[src/rtl/adc_xy_fb_writer.sv]
// adc_xy_fb_writer: decimating, clipping XY-to-framebuffer write stage with full-frame clear sweep.
// Optional ADC_XY_FB_WRITER_DEDUP_EN suppresses writes identical to the last emitted RUN write.
module adc_xy_fb_writer #(
    parameter int ADC_DATA_BITS = 10,
    parameter int H_VISIBLE     = 640,
    parameter int V_VISIBLE     = 480,
    parameter int ADDR_BITS     = 20,
    parameter int PIXEL_BITS    = 12,
    parameter int META_BITS     = 4,
    parameter int DEC_BITS      = 8
) (
    input  logic                            clk,
    input  logic                            reset_n,
    input  logic                            s_valid,
    output logic                            s_ready,
    input  logic [ADC_DATA_BITS-1:0]        s_x,
    input  logic [ADC_DATA_BITS-1:0]        s_y,
    input  logic [ADC_DATA_BITS-1:0]        x_offset,
    input  logic [ADC_DATA_BITS-1:0]        y_offset,
    input  logic [DEC_BITS-1:0]             decimate,
    input  logic [PIXEL_BITS-1:0]           color,
    input  logic                            frame_tick,
    input  logic                            clear_req,
    output logic                            clearing,
    output logic                            m_valid,
    input  logic                            m_ready,
    output logic [ADDR_BITS-1:0]            m_addr,
    output logic [META_BITS+PIXEL_BITS-1:0] m_data,
    output logic [15:0]                     clip_count
);
    localparam int DW = ADC_DATA_BITS + 1;
    localparam int AW1 = ADDR_BITS + 1;
    localparam int DATA_W = META_BITS + PIXEL_BITS;
    localparam logic [DW-1:0] H_LIM = DW'(H_VISIBLE);
    localparam logic [DW-1:0] V_LIM = DW'(V_VISIBLE);
    localparam logic [ADDR_BITS-1:0] H_MUL = ADDR_BITS'(H_VISIBLE);
    localparam logic [ADDR_BITS:0] N_PIX = AW1'(H_VISIBLE * V_VISIBLE);

    typedef enum logic [1:0] {RUN, DRAIN, CLEAR} state_t;
    state_t state, state_nx;

    logic                     adv, accept, keep, in_win, dup;
    logic [DW-1:0]            dx, dy;
    logic [META_BITS-1:0]     tag;
    logic [DEC_BITS-1:0]      dec_cnt;
    logic                     v0, v1;
    logic [ADC_DATA_BITS-1:0] dx0, dy0, dx1;
    logic [DATA_W-1:0]        d0, d1;
    logic [ADDR_BITS-1:0]     row1, addr1;
    logic [ADDR_BITS:0]       clr_cnt;

    assign adv      = !m_valid || m_ready;
    assign s_ready  = adv && state == RUN;
    assign accept   = s_valid && s_ready;
    assign keep     = dec_cnt == decimate;
    assign clearing = state != RUN;
    // Differences are taken one bit wider so a negative result shows up as the top bit.
    assign dx       = {1'b0, s_x} - {1'b0, x_offset};
    assign dy       = {1'b0, s_y} - {1'b0, y_offset};
    assign in_win   = !dx[DW-1] && !dy[DW-1] && dx < H_LIM && dy < V_LIM;
    assign addr1    = row1 + ADDR_BITS'(dx1);

    always_comb begin
        state_nx = state;
        case (state)
            RUN:     state_nx = clear_req ? DRAIN : RUN;
            DRAIN:   state_nx = (!v0 && !v1 && !m_valid) ? CLEAR : DRAIN;
            CLEAR:   state_nx = (m_valid && m_ready && clr_cnt == N_PIX) ? RUN : CLEAR;
            default: state_nx = RUN;
        endcase
    end

    always_ff @(posedge clk or negedge reset_n) begin
        if (!reset_n) begin
            state      <= RUN;
            tag        <= '0;
            dec_cnt    <= '0;
            clip_count <= '0;
            clr_cnt    <= '0;
            v0         <= 1'b0;
            dx0        <= '0;
            dy0        <= '0;
            d0         <= '0;
            v1         <= 1'b0;
            row1       <= '0;
            dx1        <= '0;
            d1         <= '0;
            m_valid    <= 1'b0;
            m_addr     <= '0;
            m_data     <= '0;
        end else begin
            state <= state_nx;
            if (frame_tick)
                tag <= tag + 1'b1;
            if (state == CLEAR && state_nx == RUN)
                dec_cnt <= '0;
            else if (accept)
                dec_cnt <= keep ? '0 : dec_cnt + 1'b1;
            if (accept && keep && !in_win && clip_count != '1)
                clip_count <= clip_count + 16'd1;
            if (state != CLEAR)
                clr_cnt <= '0;
            else if (adv && clr_cnt != N_PIX)
                clr_cnt <= clr_cnt + 1'b1;
            if (adv) begin
                v0   <= accept && keep && in_win;
                dx0  <= dx[ADC_DATA_BITS-1:0];
                dy0  <= dy[ADC_DATA_BITS-1:0];
                d0   <= {tag, color};
                v1   <= v0;
                row1 <= ADDR_BITS'(dy0) * H_MUL;
                dx1  <= dx0;
                d1   <= d0;
                // The clear sweep owns the output register; the sample pipeline is empty then.
                if (state == CLEAR) begin
                    m_valid <= clr_cnt != N_PIX;
                    m_addr  <= clr_cnt[ADDR_BITS-1:0];
                    m_data  <= '0;
                end else begin
                    m_valid <= v1 && !dup;
                    m_addr  <= addr1;
                    m_data  <= d1;
                end
            end
        end
    end

`ifdef ADC_XY_FB_WRITER_DEDUP_EN
    logic                 last_v;
    logic [ADDR_BITS-1:0] last_addr;
    logic [DATA_W-1:0]    last_data;

    assign dup = last_v && last_addr == addr1 && last_data == d1;

    always_ff @(posedge clk or negedge reset_n) begin
        if (!reset_n) begin
            last_v    <= 1'b0;
            last_addr <= '0;
            last_data <= '0;
        end else if (frame_tick || state == CLEAR) begin
            last_v <= 1'b0;
        end else if (adv && v1) begin
            last_v    <= 1'b1;
            last_addr <= addr1;
            last_data <= d1;
        end
    end
`else
    assign dup = 1'b0;
`endif

endmodule

[config.mk]
export PLATFORM = sky130hd
export DESIGN_NAME = adc_xy_fb_writer
export DESIGN_NICKNAME = d
export VERILOG_FILES = /design/src/rtl/adc_xy_fb_writer.sv
export SDC_FILE = /design/constraint.sdc
export NUM_CORES = 1
export LEC_CHECK = 0
export CAP_MARGIN = 20
export CORE_UTILIZATION = 45
export DETAILED_ROUTE_END_ITERATION = 7
export MAX_ROUTING_LAYER = met4
export PLACE_DENSITY_LB_ADDON = 0.1
export SLEW_MARGIN = 20
export SYNTH_ARGS = -nofsm -noshare
export SYNTH_HDL_FRONTEND = slang
export SYNTH_SLANG_ARGS = --single-unit
[constraint.sdc]
create_clock -name clk -period 3.1 [get_ports clk]
set_input_delay 0.775 -clock clk [delete_from_list [all_inputs] [get_ports clk]]
set_output_delay 0.775 -clock clk [all_outputs]
set_load 0.005 [all_outputs]
==> impl_summary.log <==
[report] implementation figures
[metrics] outcome: complete, no violations
[metrics] clock transition at the registers of the reported paths: 0.07 ns
[metrics] floorplan row count: about 50
[metrics] Final Cycle Share: a little over nine tenths
[metrics] simple logic cell fraction of the synthesized area: between 20% and 30%
[metrics] switching part of the total: a little over a third
[metrics] first-pass iteration count of the detailed router: 5
[metrics] combinational-cell power consumption: between 0.003 and 0.004 W
[metrics] number of cell instances on the worst register-to-register path: 11
[metrics] Bufs on Longest Clock Path: 2
[metrics] sequential standard cell area: 4130 um2
[metrics] die extent in y: 141 um
[metrics] Buffers, non-clock: approximately 200
[metrics] aoi/oai-family share of the synthesized area: about an eighth
[metrics] worst path setup slack after routing: between 0.03 and 0.04 ns
[metrics] tap cell instance count: around 230
[metrics] tally of OpenROAD warnings: 31
[metrics] proportion of layout cells with a drive suffix above 1: 15.8%
[metrics] initial drt markers: approximately 300
[metrics] element type at the critical path end: flip-flop
[metrics] main kind of combinational logic by area: simple AND/OR/NAND/NOR gates
[metrics] slew at the pin closest to its max-slew limit: between 1 and 1.5 ns
[metrics] clock tree buffer count of the final layout: 18
[metrics] type of element launching the critical path: input pin
[metrics] placeable core region: 18,800 um2
[metrics] leading cell types by total area after synthesis: sky130_fd_sc_hd__dfrtp_1 (48%), sky130_fd_sc_hd__nand2_1 (9.3%), sky130_fd_sc_hd__ha_1 (6.4%)
[metrics] number of cells on the critical path: 11
[metrics] diodes inserted: 0
[metrics] P_seq: 0.00338 W
[metrics] post-synthesis xor/xnor area fraction: under 10%
[metrics] Final min period: 3.06 ns
[metrics] wire length of the first global-routing pass: 32.6 mm
[metrics] worst min-delay path category: in -> async
[metrics] post-cts repair resize count: slightly above 50
[metrics] net count entering floorplan: roughly 1.0k
[metrics] Seq pwr share: between 30 and 40%
[metrics] DP Wirelength: between 10 and 15 mm
[metrics] routed length per placed instance: roughly 14 um
[metrics] worst slew margin relative to its limit: 32.6%
[metrics] Largest delay share family, worst path: AND-OR/OR-AND gates
[metrics] most common cell after layout, fill and taps aside: sky130_fd_sc_hd__nand2_1
[metrics] area share of fa/ha/maj cells after synthesis: under 10%
[metrics] most popular library cell in the synthesized design by count: sky130_fd_sc_hd__nand2_1
[metrics] Fin. Hold Viols: 0
[metrics] end point of the critical path: clip_count[1]
[metrics] Peak supply drop: ~0.00038 V
[metrics] floorplan die area: ~20,000 um2
[metrics] ys cells: ~930
[metrics] fin area: 11,400 um2
[metrics] Post-synth top cells: sky130_fd_sc_hd__nand2_1 (214), sky130_fd_sc_hd__dfrtp_1 (165), sky130_fd_sc_hd__nor2_1 (77)
[metrics] number of distinct library cells after synthesis: between 60 and 70
[metrics] Slew Limit Fails: 0
[metrics] flops out of synthesis: approximately 170
[metrics] start of the worst register-to-register path: dy0[1]
[metrics] vias per inst: 5.11
[metrics] slowest stage cell, crit path: sky130_fd_sc_hd__clkdlybuf4s50_1
[metrics] CTS root buf: sky130_fd_sc_hd__clkbuf_16
[metrics] area overhead of the layout relative to synthesis: 32.3%
[metrics] maximum number of pins on one net before global-route repair: 104
[metrics] Pwr per Cell Area: about 800 nW/um2
[metrics] top register by number of flip-flops: clr_cnt
[metrics] yosys warning tally: 0
[metrics] power in the clock group: around 0.0021 W
[metrics] Mux cell area share: 0.869%
[metrics] Crit Path Class: in -> reg
[metrics] cell group occupying the most layout area: multi-input combinational cells
[metrics] sw power: slightly above 0.003 W
[metrics] cells traversed along the worst timing path: clkdlybuf4s50_1 -> ha_4 -> o211ai_2 -> a21oi_2 -> o41a_1 -> or3_1 -> a21oi_4 -> o21bai_4 -> buf_6 -> nor2_2 -> mux2_4
[metrics] ClkCell Share: approximately 5.2%
[metrics] number of placed I/O pins: around 120
[metrics] post-synthesis instance area: roughly 8600 um2
[metrics] instance count of the mapped netlist: 927
[metrics] Antenna Nets Post-Route: 0
[metrics] routability-driven placement congestion ratio: 0.853
[metrics] post-synth top area share: between 40% and 50%
[metrics] register share after synthesis: between 40% and 50%
[metrics] relative area of non-clock buffer cells in the final design: about 16%
[metrics] worst setup slack after placement: -0.890 ns
[metrics] internal cell power: about 0.0058 W
[metrics] area of the synthesized netlist per yosys stat: around 8600 um2
[metrics] number of global-route vias before repair: about 6.6k
[metrics] CP arrival: 3.38 ns
[metrics] post-synth top area cell: sky130_fd_sc_hd__dfrtp_1
[metrics] Fin Clk Skew: ~0.012 ns
[metrics] flip-flop count of the largest register, all copies and words added: 21
[metrics] post-CTS setup buffer count: 11
[metrics] Bufs and invs on worst path: 2
[metrics] initial cell density of the core: 46.0%
-- per-stage QoR --
| step | instances | power [W] | hold WS (ns) |
|---|---|---|---|
| after floorplan | 927 | 0.00543 | 0.439 |
| after global placement | 1309 | 0.00671 | 0.449 |
| after detailed placement | 1309 | 0.00678 | 0.455 |
| after CTS | 1352 | 0.00898 | 0.320 |
| after global routing | 1354 | 0.00961 | 0.342 |
| final | 1354 | 0.00890 | 0.304 |
-- metal layers --
metal / global-route usage (%) / part of all wire [%] / vias to the layer above / wire, um
met4: 5.61 / 1.1 / 0 / 207
li1: - / - / 3510 / -
met3: 3.69 / 3.2 / 14 / 620
met1: 29.2 / 50 / 3251 / 9620
met5: - / 0 / - / 0
met2: 32.3 / 45 / 140 / 8660
### The metal 1 layer

Cells faint in the background.
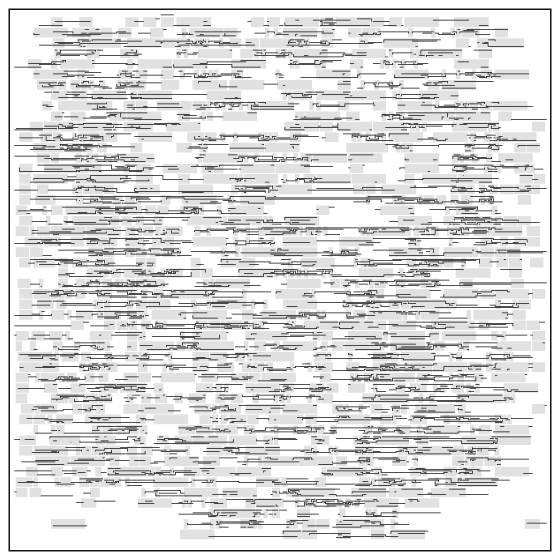
The layer holds 50% of the routed length. The layer carries 9,620 um of wire. 1,096 nets have wire on it. The longest straight run is 48.3 um.

### The metal 2 layer

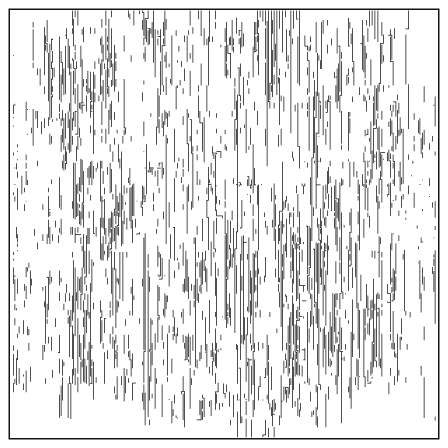
The longest straight run is 47.9 um. The layer carries 8,660 um of wire. The layer holds 45% of the routed length. The wires run mostly vertical. 969 nets have wire on it.
DR vias: 6,915
met2 GRT Util: 32.3%
routed wire length: 19.1 mm

### Signal wires on met4

Cells faint in the background.
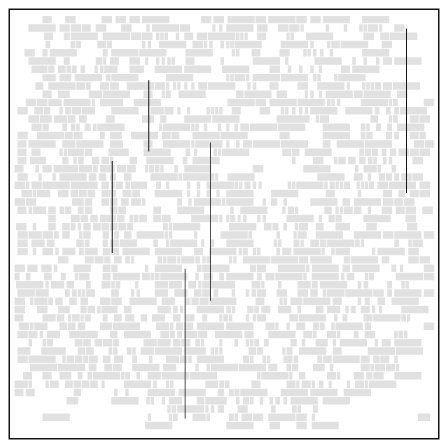
The layer holds 1.1% of the routed length. 4 nets have wire on it. The wires run mostly vertical. The longest straight run is 53.7 um.

Power and IR drop assume default switching activity.
